### config.mk
export PLATFORM = sky130hd
export DESIGN_NAME = bcd_countdown
export DESIGN_NICKNAME = d
export VERILOG_FILES = /design/src/rtl/bcd_countdown.sv
export SDC_FILE = /design/constraint.sdc
export NUM_CORES = 1
export LEC_CHECK = 0
export CORE_UTILIZATION = 39
export DETAILED_ROUTE_END_ITERATION = 12
export DONT_BUFFER_PORTS = 1
export HOLD_SLACK_MARGIN = 0.06
export PLACE_DENSITY = 0.65
export RECOVER_POWER = 25
export SLEW_MARGIN = 40
export SYNTH_ARGS = -nofsm -noshare
export SYNTH_HDL_FRONTEND = slang
export SYNTH_SLANG_ARGS = --single-unit
### constraint.sdc
create_clock -name clk -period 1.5 [get_ports clk]
set_clock_uncertainty 0.05 [all_clocks]
set_input_delay 0.3 -clock clk [delete_from_list [all_inputs] [get_ports clk]]
set_output_delay 0.3 -clock clk [all_outputs]
set_load 0.05 [all_outputs]
### src/rtl/bcd_countdown.sv
// Multi-digit BCD down-counter with load, edge-detected decrement and expiry pulse.
// Optional build macro COUNTDOWN_WRAP_EN: a decrement in DONE wraps the count to all 9s and re-enters RUN.

module bcd_cd_digit (
  input  logic [3:0] d,
  input  logic [3:0] ld,
  output logic [3:0] dm1,
  output logic [3:0] ld_clamp,
  output logic       is_zero
);
  assign dm1      = (d == 4'd0) ? 4'd9 : d - 4'd1;
  assign ld_clamp = (ld > 4'd9) ? 4'd9 : ld;
  assign is_zero  = (d == 4'd0);
endmodule

module bcd_countdown #(
  parameter int NDIG = 3
) (
  input  logic              clk,
  input  logic              reset,
  input  logic              load,
  input  logic [4*NDIG-1:0] load_value,
  input  logic              dec,
  output logic [4*NDIG-1:0] digits,
  output logic              zero,
  output logic              running,
  output logic              expired
);
  typedef enum logic [1:0] {IDLE, RUN, DONE} state_t;

  state_t                state, state_nxt;
  logic [NDIG-1:0][3:0]  cnt, cnt_nxt, cnt_dec, ld_c, dm1, lv;
  logic [NDIG-1:0]       dz;
  logic [NDIG:0]         low_zero;
  logic                  dec_q, dec_p, exp_nxt;

  assign lv    = load_value;
  assign dec_p = dec & ~dec_q;

  // low_zero[i]: every digit below i is 0, so digit i takes the borrow.
  assign low_zero[0] = 1'b1;
  for (genvar i = 0; i < NDIG; i++) begin : g_dig
    bcd_cd_digit u_dig (
      .d(cnt[i]), .ld(lv[i]), .dm1(dm1[i]), .ld_clamp(ld_c[i]), .is_zero(dz[i])
    );
    assign low_zero[i+1] = low_zero[i] & dz[i];
    assign cnt_dec[i]    = low_zero[i] ? dm1[i] : cnt[i];
  end

  always_comb begin
    state_nxt = state;
    cnt_nxt   = cnt;
    exp_nxt   = 1'b0;
    if (load) begin
      cnt_nxt   = ld_c;
      state_nxt = (ld_c == '0) ? DONE : RUN;
    end else begin
      case (state)
        RUN: if (dec_p) begin
          cnt_nxt = cnt_dec;
          if (cnt_dec == '0) begin
            state_nxt = DONE;
            exp_nxt   = 1'b1;
          end
        end
`ifdef COUNTDOWN_WRAP_EN
        // Decrementing an all-zero count borrows through every digit: 0..0 -> 9..9.
        DONE: if (dec_p) begin
          cnt_nxt   = cnt_dec;
          state_nxt = RUN;
        end
`endif
        default: ;
      endcase
    end
  end

  always_ff @(posedge clk) begin
    if (reset) begin
      state   <= IDLE;
      cnt     <= '0;
      dec_q   <= 1'b0;
      expired <= 1'b0;
    end else begin
      state   <= state_nxt;
      cnt     <= cnt_nxt;
      dec_q   <= dec;
      expired <= exp_nxt;
    end
  end

  assign digits  = cnt;
  assign zero    = low_zero[NDIG];
  assign running = (state == RUN);
endmodule
Floorplan with the power grid:
Pins as bars on the die edge.
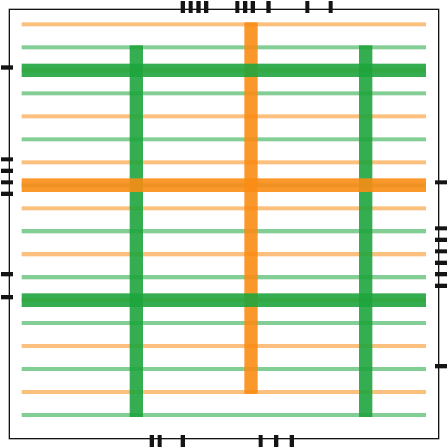
VDD: in orange. VSS: in green.
The core has 17 rows. 3 straps on met5.
Max rail drop VDD: 0.671 mV
die width: 50.7 µm

Register map, names as in the netlist:
Other sequential cells in the stronger gray, the rest of the logic in the fainter gray.
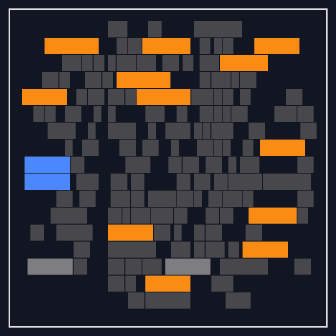
digits: in orange, sequential cells 12, where all over the die. state: in blue, sequential cells 2.
Another 2 sequential cells are not colored.
final core occ: 59.8%
Reg area: 335 µm²

Placement by cell class:
Bar = 20 µm. Fill, decap, tap and diode cells in gray.
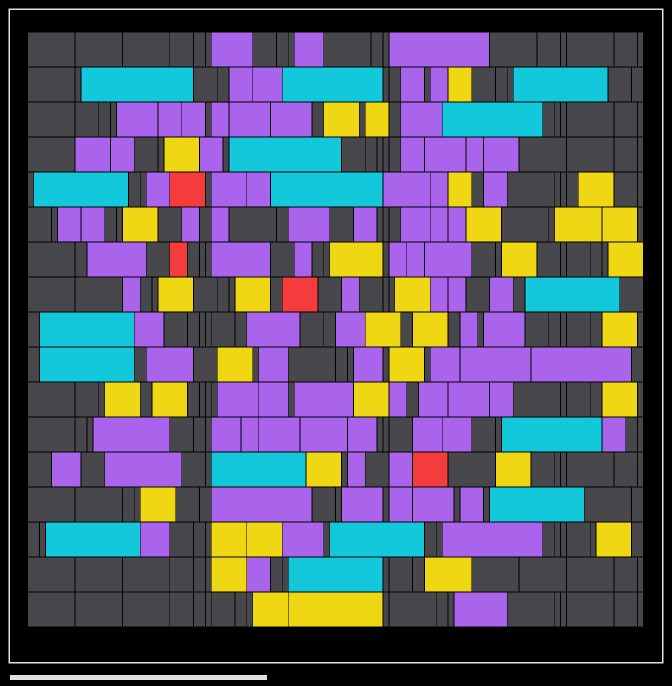
other buffers and delay cells: in yellow, cells 35. flops: in cyan, cells 16. combinational and other logic: in purple, cells 88. clock drivers and dummy loads: in red, cells 4.
fin area: 0.00132 mm²
FP Rows: 17
core area: 0.00221 mm²
flop share of the area: 25.4%

Clock wiring as the flow saved it:
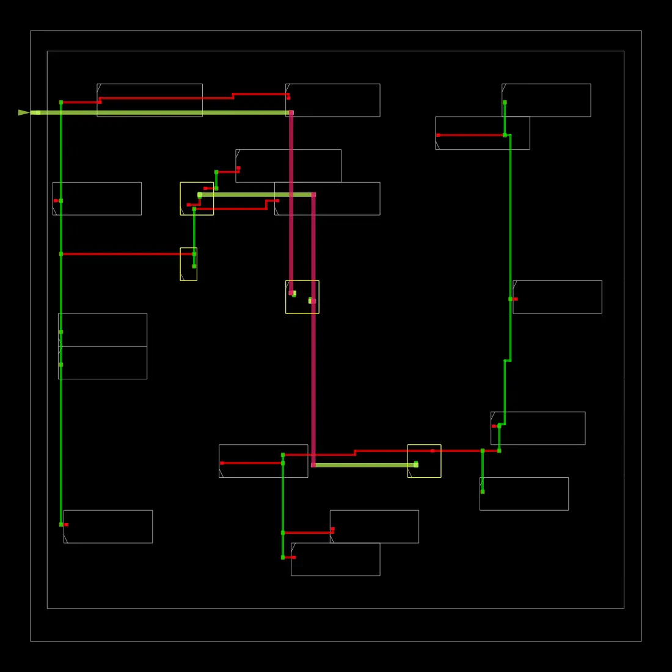
clock buffer count from CTS: 3
clk_lat worst skew: 300 ps
clock buffers: 4
Clock Sinks: 16
clock-net power: 0.000250 W

Gate families picked out:
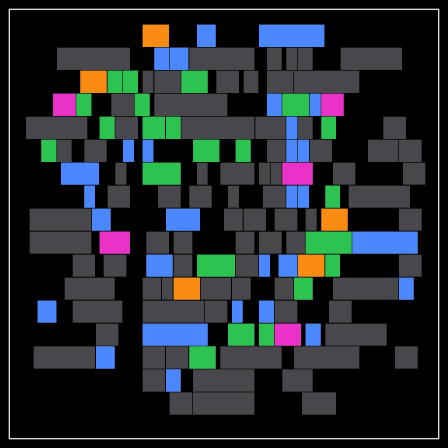
NOR gates: in blue, cells 29. AND-OR and OR-AND gates: in magenta, cells 5. XOR/XNOR gates: in orange, cells 5. inverting AOI/OAI gates: in green, cells 22.
most numerous logic cell after layout: buf_4
logic share of the area: 47.7%
Layout Cells excl Fill: 171

==> out/results.ini <==
[job]
tool_warnings=29
cap_viol_max_count=0

[layout]
diodes=0
mostFrequentLayoutCells=buf_4 (28), nor2_1 (11), dfxtp_1 (10)
fillCellCount=218
comb_area_um2=631
drive_above_1_share_pct=39.9
syn2layout_area_growth_pct=43.2
final_nets=160

[global_route]
met2_usage_pct=40.7
busiest_layer=met2
grt_pass1_wl_um=4530
grt_pass1_vias=1019
grt.met1_usage_pct=27.6
gr-usage-met3_pct=8.18
grt_max_degree=11
grtUsageTotal_pct=24.1
globalRoute.totalOverflow=0
antenna_found_initial=0

[die]
initial_core_util_pct=41.7
dieArea_mm2=0.00257
io_pins=31

[drt]
routed.top_layer=met4
drt_iter0_drc=22
wl_met1_um=1240
wl_per_cell_um=17.7
wirelength_um=3020
routed-wl-met3_um=186
wl_met2_um=1560
drc=0
vias_per_cell=6.01
firstDrtPassIters=4
vias=1028
ant_nets=0

[yosys]
ys_types=41
ys_seq_share_pct=34.7
synth_area_per_cell_um2=8.47
synth_top_cell_by_count=dfxtp_1
syn_nets=125
synth_warnings=0
synth-edff-count=0
top_cells_by_area=dfxtp_1 (35%), nor2_1 (4.9%), nand4_1 (4.7%)
syn_inst=109
ys_cells=109
synth_area_um2=923
top_area_share_pct=34.7
ys_ff=16
common_cells=dfxtp_1 (16), nor2_1 (12), nand4_1 (7), o21ai_0 (7), nor3_1 (6)
flop_cell=dfxtp_1
async_flop_share_pct=0
ys_chip_area_um2=923
top_area_cell=dfxtp_1

[worst_hold_path]
hp-class=primary input to flop
hold_depth=1

[timing]
timing.fmax_ghz=0.532
fin_crit_sh_pct=125
tightest_slew_ps=479
hold_violations=0
rsz0062_at_grt=true
relSlewSlack_pct=68.0
drv_slew=0
finalSetupViolations=7
period_needed_ps=1880
setup_slack_ps=-380

[placement]
io_buffers=0
placed_area_mm2=0.00122
dpl.hpwl_um=2210
preCtsSetupSlack_ps=-103
gp_congestion=0.868

[power_and_ir_drop]
total_power_w=0.00113
power_density_mw_per_mm2=854
power.leakage_nw=0.527

[status]
violations=setup timing
status=complete, but fails checks

[cts]
cts.path.max_buffers=2
cts_tree=built
cts_max_level=1
clkTransAtPathRegs_ps=100
cts_root_buffer=clkbuf_4

[worst_setup_path]
cp-end-kind=output port
crit_fanout=2
startpoint_type=flop
reg2regPathDepth=6
worstSetupPathType=flop to output port
worstPathArrival_ps=1530
worst-endpoint-required_ps=1150

state kept, by name, indices dropped and copies added, names as in the netlist:
| register | cells |
|---|---|
| digits | 12 |
| expired | 1 |
| dec_q | 1 |
| state | 2 |
timing repair:
action,CTS,global route
endpoints found under the hold margin,7,1
hold buffers,1,1
endpoints found under the setup margin,4,13
pin swaps,3,2
gates resized,0,10
buffers inserted,1,3
where the power goes:
part / internal, W / total, W / switching, W
clock: 0.000104 / 0.000250 / 0.000146
combinational: 0.000160 / 0.000397 / 0.000237
sequential: 0.000451 / 0.000482 / 0.0000310
worst max-delay path, stage by stage (launching register included):
cell and delay [ps]:
dfxtp_4 360, nor4_4 260, buf_4 160, nand2_2 70, nor4_4 200, buf_12 180
kinds of logic (layout without fill, tap and decap cells):
group                  count (synthesis)  in the layout  share of synthesized area (%)
AND-OR/OR-AND                         27             27                           21.3
XOR/XNOR                               5              5                           4.74
multiplexers                           1              1                           1.08
AND/OR/NAND/NOR                       50             50                           33.9
buffers and inverters                 10             44                           4.34
flip-flops                            16             16                           34.7
through the flow:
| step | cells | hold slack (ps) | setup TNS (ps) |
|---|---|---|---|
| detailed placement | 162 | 313 | -126 |
| global route | 171 | 80.5 | -1840 |
| global placement | 162 | 311 | -72.2 |
| floorplan | 109 | 364 | -614 |
| CTS | 168 | 67.7 | -786 |
| finish | 171 | 81.2 | -915 |
worst paths after layout:
path / from / end / slack [ps]
setup / recovery: digits[3] / zero / -380
hold reg to reg: digits[10] / digits[10] / 580
setup reg to reg: digits[3] / digits[9] / -120
hold / removal: dec / dec_q / 80
area by class of cell:
cell class | count | share of cell area (%)
clock buffers | 4 | 1.99
inverters | 5 | 1.42
multi-input cells | 83 | 47.7
flip-flops and latches | 16 | 25.4
well taps | 28 | 2.65
repair buffers | 35 | 20.9
Power is estimated from default activity; no workload was simulated.
